Figure 1. Signal metal coverage by tile.
11 x 11 tiles, from white (low) to dark blue (high), scaled to the fullest tile. Values are wire area over tile area, all layers added.
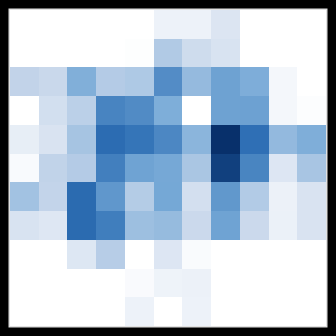
Figure 2. The metal 1 layer.
Scale bar: 20 um.
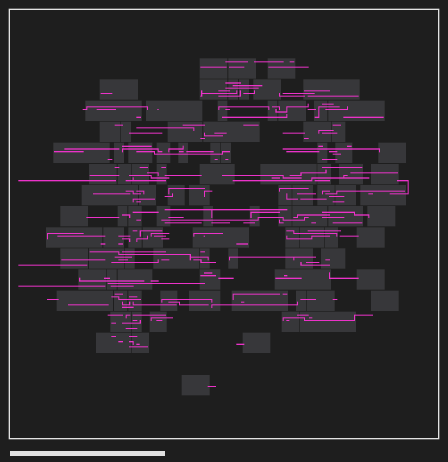
==> src/rtl/gate_test_pkg.sv <==
// Shared types and constants for the gate test stages: FSM states,
// 2-input truth tables and the result-counter width helper.
package gate_test_pkg;

  typedef enum logic [1:0] {
    ST_IDLE   = 2'd0,
    ST_WAIT   = 2'd1,
    ST_SAMPLE = 2'd2,
    ST_DONE   = 2'd3
  } state_t;

  // Bit v of each table is the expected gate output for input vector v.
  localparam logic [3:0] TT_OR   = 4'b1110;
  localparam logic [3:0] TT_AND  = 4'b1000;
  localparam logic [3:0] TT_NOR  = 4'b0001;
  localparam logic [3:0] TT_NAND = 4'b0111;
  localparam logic [3:0] TT_XOR  = 4'b0110;

  // A full sweep can mismatch on all 2**n_in vectors, which needs n_in+1 bits.
  function automatic int count_width(input int n_in);
    return n_in + 1;
  endfunction

endpackage

==> src/rtl/settle_timer.sv <==
// Loadable down-counter with a zero flag; holds at zero until reloaded.
module settle_timer #(
  parameter int W = 1
) (
  input  logic         clk,
  input  logic         rst,
  input  logic         load,
  input  logic [W-1:0] load_val,
  input  logic         dec,
  output logic         zero
);

  logic [W-1:0] count;

  always_ff @(posedge clk) begin
    if (!rst) begin
      count <= '0;
    end else if (load) begin
      count <= load_val;
    end else if (dec && (count != '0)) begin
      count <= count - 1'b1;
    end
  end

  assign zero = (count == '0);

endmodule

==> src/rtl/gate_truth_sequencer.sv <==
// Drives every input vector of a gate under test in ascending order, lets it
// settle, samples the gate output and compares it against a truth table.
//
// Handshake: start is a level sampled on each rising edge; it is accepted only
// in IDLE or DONE and ignored while busy. There is no backpressure on in_vec.
module gate_truth_sequencer
  import gate_test_pkg::*;
#(
  parameter int                   N_IN   = 2,
  parameter int                   SETTLE = 1,
  parameter logic [(2**N_IN)-1:0] TRUTH  = TT_OR
) (
  input  logic            clk,
  input  logic            rst,
  input  logic            start,
  output logic [N_IN-1:0] in_vec,
  input  logic            dut_out,
  output logic            busy,
  output logic            done,
  output logic            pass,
  output logic [N_IN:0]   err_count,
  output logic [N_IN-1:0] fail_vec,
  output logic            fail_valid,
  output state_t          fsm_state
);

  localparam int              CW       = count_width(N_IN);
  localparam int              TW       = (SETTLE > 1) ? $clog2(SETTLE) : 1;
  localparam logic [TW-1:0]   RELOAD   = TW'(SETTLE - 1);
  localparam logic [N_IN-1:0] LAST_VEC = '1;

  if (SETTLE < 1 || N_IN < 1 || N_IN > 4) begin : g_bad_param
    $error("gate_truth_sequencer: need SETTLE >= 1 and 1 <= N_IN <= 4");
  end

  state_t        state;
  state_t        state_next;
  logic          tmr_load;
  logic          tmr_dec;
  logic          tmr_zero;
  logic          take_start;
  logic          do_sample;
  logic          mismatch;
  logic          last_vec;
  logic [CW-1:0] err_next;

  settle_timer #(.W(TW)) u_timer (
    .clk      (clk),
    .rst      (rst),
    .load     (tmr_load),
    .load_val (RELOAD),
    .dec      (tmr_dec),
    .zero     (tmr_zero)
  );

  // Case inequality so an X or Z from the gate is reported as a failure.
  assign mismatch  = (dut_out !== TRUTH[in_vec]);
  assign last_vec  = (in_vec == LAST_VEC);
  assign err_next  = err_count + CW'(mismatch);
  assign fsm_state = state;

  always_ff @(posedge clk) begin
    if (!rst) begin
      state <= ST_IDLE;
    end else begin
      state <= state_next;
    end
  end

  always_comb begin
    state_next = state;
    tmr_load   = 1'b0;
    tmr_dec    = 1'b0;
    take_start = 1'b0;
    do_sample  = 1'b0;
    case (state)
      ST_IDLE, ST_DONE: begin
        if (start) begin
          take_start = 1'b1;
          tmr_load   = 1'b1;
          state_next = ST_WAIT;
        end
      end
      ST_WAIT: begin
        if (tmr_zero) begin
          state_next = ST_SAMPLE;
        end else begin
          tmr_dec = 1'b1;
        end
      end
      ST_SAMPLE: begin
        do_sample = 1'b1;
        if (last_vec) begin
          state_next = ST_DONE;
        end else begin
          tmr_load   = 1'b1;
          state_next = ST_WAIT;
        end
      end
      default: state_next = ST_IDLE;
    endcase
  end

  always_ff @(posedge clk) begin
    if (!rst) begin
      in_vec     <= '0;
      busy       <= 1'b0;
      done       <= 1'b0;
      pass       <= 1'b0;
      err_count  <= '0;
      fail_vec   <= '0;
      fail_valid <= 1'b0;
    end else if (take_start) begin
      in_vec     <= '0;
      busy       <= 1'b1;
      done       <= 1'b0;
      pass       <= 1'b0;
      err_count  <= '0;
      fail_vec   <= '0;
      fail_valid <= 1'b0;
    end else if (do_sample) begin
      if (mismatch) begin
        err_count <= err_next;
        if (!fail_valid) begin
          fail_vec   <= in_vec;
          fail_valid <= 1'b1;
        end
      end
      // pass must account for the vector sampled on this same edge.
      if (last_vec) begin
        busy <= 1'b0;
        done <= 1'b1;
        pass <= (err_next == '0);
      end else begin
        in_vec <= in_vec + 1'b1;
      end
    end
  end

endmodule

==> config.mk <==
export PLATFORM = sky130hd
export DESIGN_NAME = gate_truth_sequencer
export DESIGN_NICKNAME = d
export VERILOG_FILES = /design/src/rtl/gate_test_pkg.sv /design/src/rtl/settle_timer.sv /design/src/rtl/gate_truth_sequencer.sv
export SDC_FILE = /design/constraint.sdc
export NUM_CORES = 1
export LEC_CHECK = 0
export CAP_MARGIN = 0
export CORE_MARGIN = 4
export CORE_UTILIZATION = 33
export CTS_CLUSTER_DIAMETER = 60
export DETAILED_ROUTE_END_ITERATION = 7
export PLACE_DENSITY = 0.64
export SLEW_MARGIN = 10
export SYNTH_ARGS = -nofsm -noshare
export SYNTH_HDL_FRONTEND = slang
export SYNTH_SLANG_ARGS = --single-unit
==> constraint.sdc <==
create_clock -name clk -period 2.2 [get_ports clk]
set_input_delay 0.55 -clock clk [delete_from_list [all_inputs] [get_ports clk]]
set_output_delay 0.55 -clock clk [all_outputs]
set_load 0.01 [all_outputs]
==> GITHUB_STEP_SUMMARY <==
### Metrics collected by this job

| Metric | Value |
|---|---|
| Outcome | `finished clean` |
| Total of max-cap violations | `0` |
| Initial antenna violation count | `0` |
| RSZ-0062 raised after global routing | `false` |
| Hold-fix buffers, CTS | `0` |
| Clock power share | `0.338` |
| Cells on worst reg2reg path | `7` |
| Clock Tree Root | `clkbuf_4` |
| Latency at later pin | `just under 300 ps` |
| Most frequent logic cell in the layout | `clkdlybuf4s50_1` |
| Layout overhead on the synthesized area | `31.7%` |
| Commonest non-fill, non-tap cells in the layout | `clkdlybuf4s50_1 (16), dfxtp_1 (14), nand2_1 (12)` |
| Crit end category | `output pin` |
| Post-route cell area | `966 um^2` |
| Cell type with the largest total area | `dfxtp_1` |
| Drt pass-1 iters | `4` |
| Top Metal Used | `met4` |
| CTS tree | `done` |
| GR met3 Demand/Resource | `0.0563` |
| CTS Sinks | `14` |
| Actual slew at the worst max-slew pin | `roughly 340 ps` |
| Metal1 wirelength | `approximately 670 um` |
| Final instance count without filler cells | `128` |
| Pre-CTS worst setup slack | `roughly 90 ps` |
| Post-DP Area | `~930 um^2` |
| Met2 usage | `0.187` |
| Most instantiated library cell after synthesis | `dfxtp_1` |
| Hold WC Path Type | `reg2reg` |
| Placed cells | `124` |
| Top-area cell type share of the netlist area | `0.382` |
| Number of I/O pins | `17` |
| Clock period minus final worst setup slack | `around 1800 ps` |
| Sw Ratio | `0.260` |
| Combinational Area | `429 um^2` |
| Routed wl met2 | `around 630 um` |
| Critical path, cell by cell | `clkdlybuf4s50_1` |
| CP Depth | `1` |
| Fin util | `0.473` |
| Total power draw | `~550 uW` |
| Layout Skew | `~12 ps` |
| Row cnt | `16` |
| Required @ worst endpoint | `approximately 1700 ps` |
| Congestion Overflow GR | `0` |
| Critical-path cell with the highest stage delay | `clkdlybuf4s50_1` |
| Buf/Inv on CP | `1` |
| Final RePlAce weighted congestion | `around 0.80` |
| Peak supply drop | `between 0.3 and 0.4 mV` |
| Log Warnings | `29` |
| Final #Nets | `112` |
| Syn_area_per_cell | `between 9 and 10 um^2` |
| Grt peak-use layer | `met2` |
| Worst-path fanout max | `5` |
| Fillers | `roughly 220` |
| Dpl hpwl | `roughly 1.1 mm` |
| Core box area | `2040 um^2` |
| Largest delay contributor family on the critical path | `buffers and inverters` |
| Part of the power in registers | `0.484` |
| Critical path's largest stage delay | `570 ps` |
| Worst hold stages | `2` |
| Cells after Synth | `between 80 and 90` |
| Drt via density | `around 4.6` |
| Post-synth EDFFs | `0` |
| Max frequency | `547 MHz` |
| Leak Pwr | `0.356 nW` |
| Post-synthesis instance area | `~730 um^2` |
| Synth async-reset ratio | `0` |
| Fin Hold WS | `about 470 ps` |
| Most frequently used flop master after synthesis | `dfxtp_1` |
| Distinct cells, synth | `28` |
| Residual DRC count | `0` |
| P_int | `between 400 and 500 uW` |
| Synth Warn # | `0` |
| Worst setup margin | `373 ps` |
| Power density cells | `572 nW/um^2` |
| Die H | `approximately 55 um` |
| Final period util | `0.830` |
| Flops & latches, synth | `14` |
| Post-CTS Repair Setup Buffers | `0` |
| YS chip area | `between 700 and 800 um^2` |
| FF/Latch Area | `roughly 280 um^2` |
| Final Setup Violations | `0` |
| Ys cells | `slightly above 80` |
| Critical path type | `reg2out` |
| Clock Path Buffers | `2` |
| Sw power | `approximately 140 uW` |
| Syn nets | `about 90` |
| Num CTS Buffers | `3` |
| FP Core Util | `0.359` |
| Largest net degree at the start of global routing | `10` |
| CTS H-tree lvls | `1` |
| Routed Antenna Nets | `0` |
| Fin Setup TNS | `0 ps` |
| Metal3 WL | `slightly below 100 um` |
| Logic pwr share | `0.178` |
| Final hold viol count | `0` |
| Most instantiated cells after synthesis | `dfxtp_1 (14), nand2_1 (12), a21oi_1 (8)` |
| Die ar. | `just over 3000 um^2` |
| First-pass GRT wire length | `2.35 mm` |
| Synth top area cells | `dfxtp_1 (38%), ha_1 (10%), nand2_1 (6.1%), a21oi_1 (5.5%), nand2b_1 (4.3%)` |
| CTS clk-pin slew, worst paths | `about 80 ps` |
| Layout cell share with drive strength beyond 1 | `0.109` |
| Startpoint types | `register` |
Back to the opening pictures, Figure 1:
nearly empty tiles: 36%
densest ninth of the die: centre
fullest tile: 0.33
WL/cell: 11.0 um
Tot GR Track Use: 0.113
Vias: 592

Back to the opening pictures, Figure 2:
share of all routed wire: 48%
longest straight run: 15.6 um
wire length on this layer: 672 um
M1 GR Usage: 0.127
WL final: 1.41 mm

layout make-up:
| class | count | share of cell area |
|---|---|---|
| clock buffers | 4 | 0.0376 |
| well taps | 27 | 0.0350 |
| multi-input cells | 61 | 0.444 |
| repair buffers | 17 | 0.174 |
| inverters | 5 | 0.0194 |
| flip-flops and latches | 14 | 0.290 |
worst paths after layout:
kind	from	to	slack (ps)
hold / removal	u_timer.count$_SDFFE_PP0P_	u_timer.count$_SDFFE_PP0P_	470
setup reg to reg	in_vec[0]$_SDFFE_PP0P_	pass$_SDFFE_PP0P_	390
hold reg to reg	u_timer.count$_SDFFE_PP0P_	u_timer.count$_SDFFE_PP0P_	470
setup / recovery	in_vec[0]$_SDFFE_PP0P_	in_vec[0]	370
cell families (layout without fill, tap and decap cells):
kind of cell    Yosys count  after routing  share of synthesized area
mux                       3              3                     0.0410
simple gates             30             30                      0.215
fa+ha+maj                 6              6                      0.102
flops                    14             14                      0.382
buf+inv                   6             26                     0.0324
compound gates           17             17                      0.157
xor+xnor                  5              5                     0.0700
registers in the layout, indices dropped and copies added, names as in the netlist:
name / count
busy: 1
done: 1
err_count: 3
fail_valid: 1
fail_vec: 2
fsm_state: 2
in_vec: 2
pass: 1
u_timer.count: 1
power groups by stage:
stage / Sequential (mW) / Clock [mW] / Combinational, mW
3_5_place_dp: 0.273 / 0 / 0.0987
3_3_place_gp: 0.273 / 0 / 0.0980
5_1_grt: 0.269 / 0.201 / 0.109
4_1_cts: 0.268 / 0.193 / 0.0992
6_report: 0.267 / 0.187 / 0.0985
2_1_floorplan: 0.276 / 0 / 0.0588
Power is estimated from default activity; no workload was simulated.
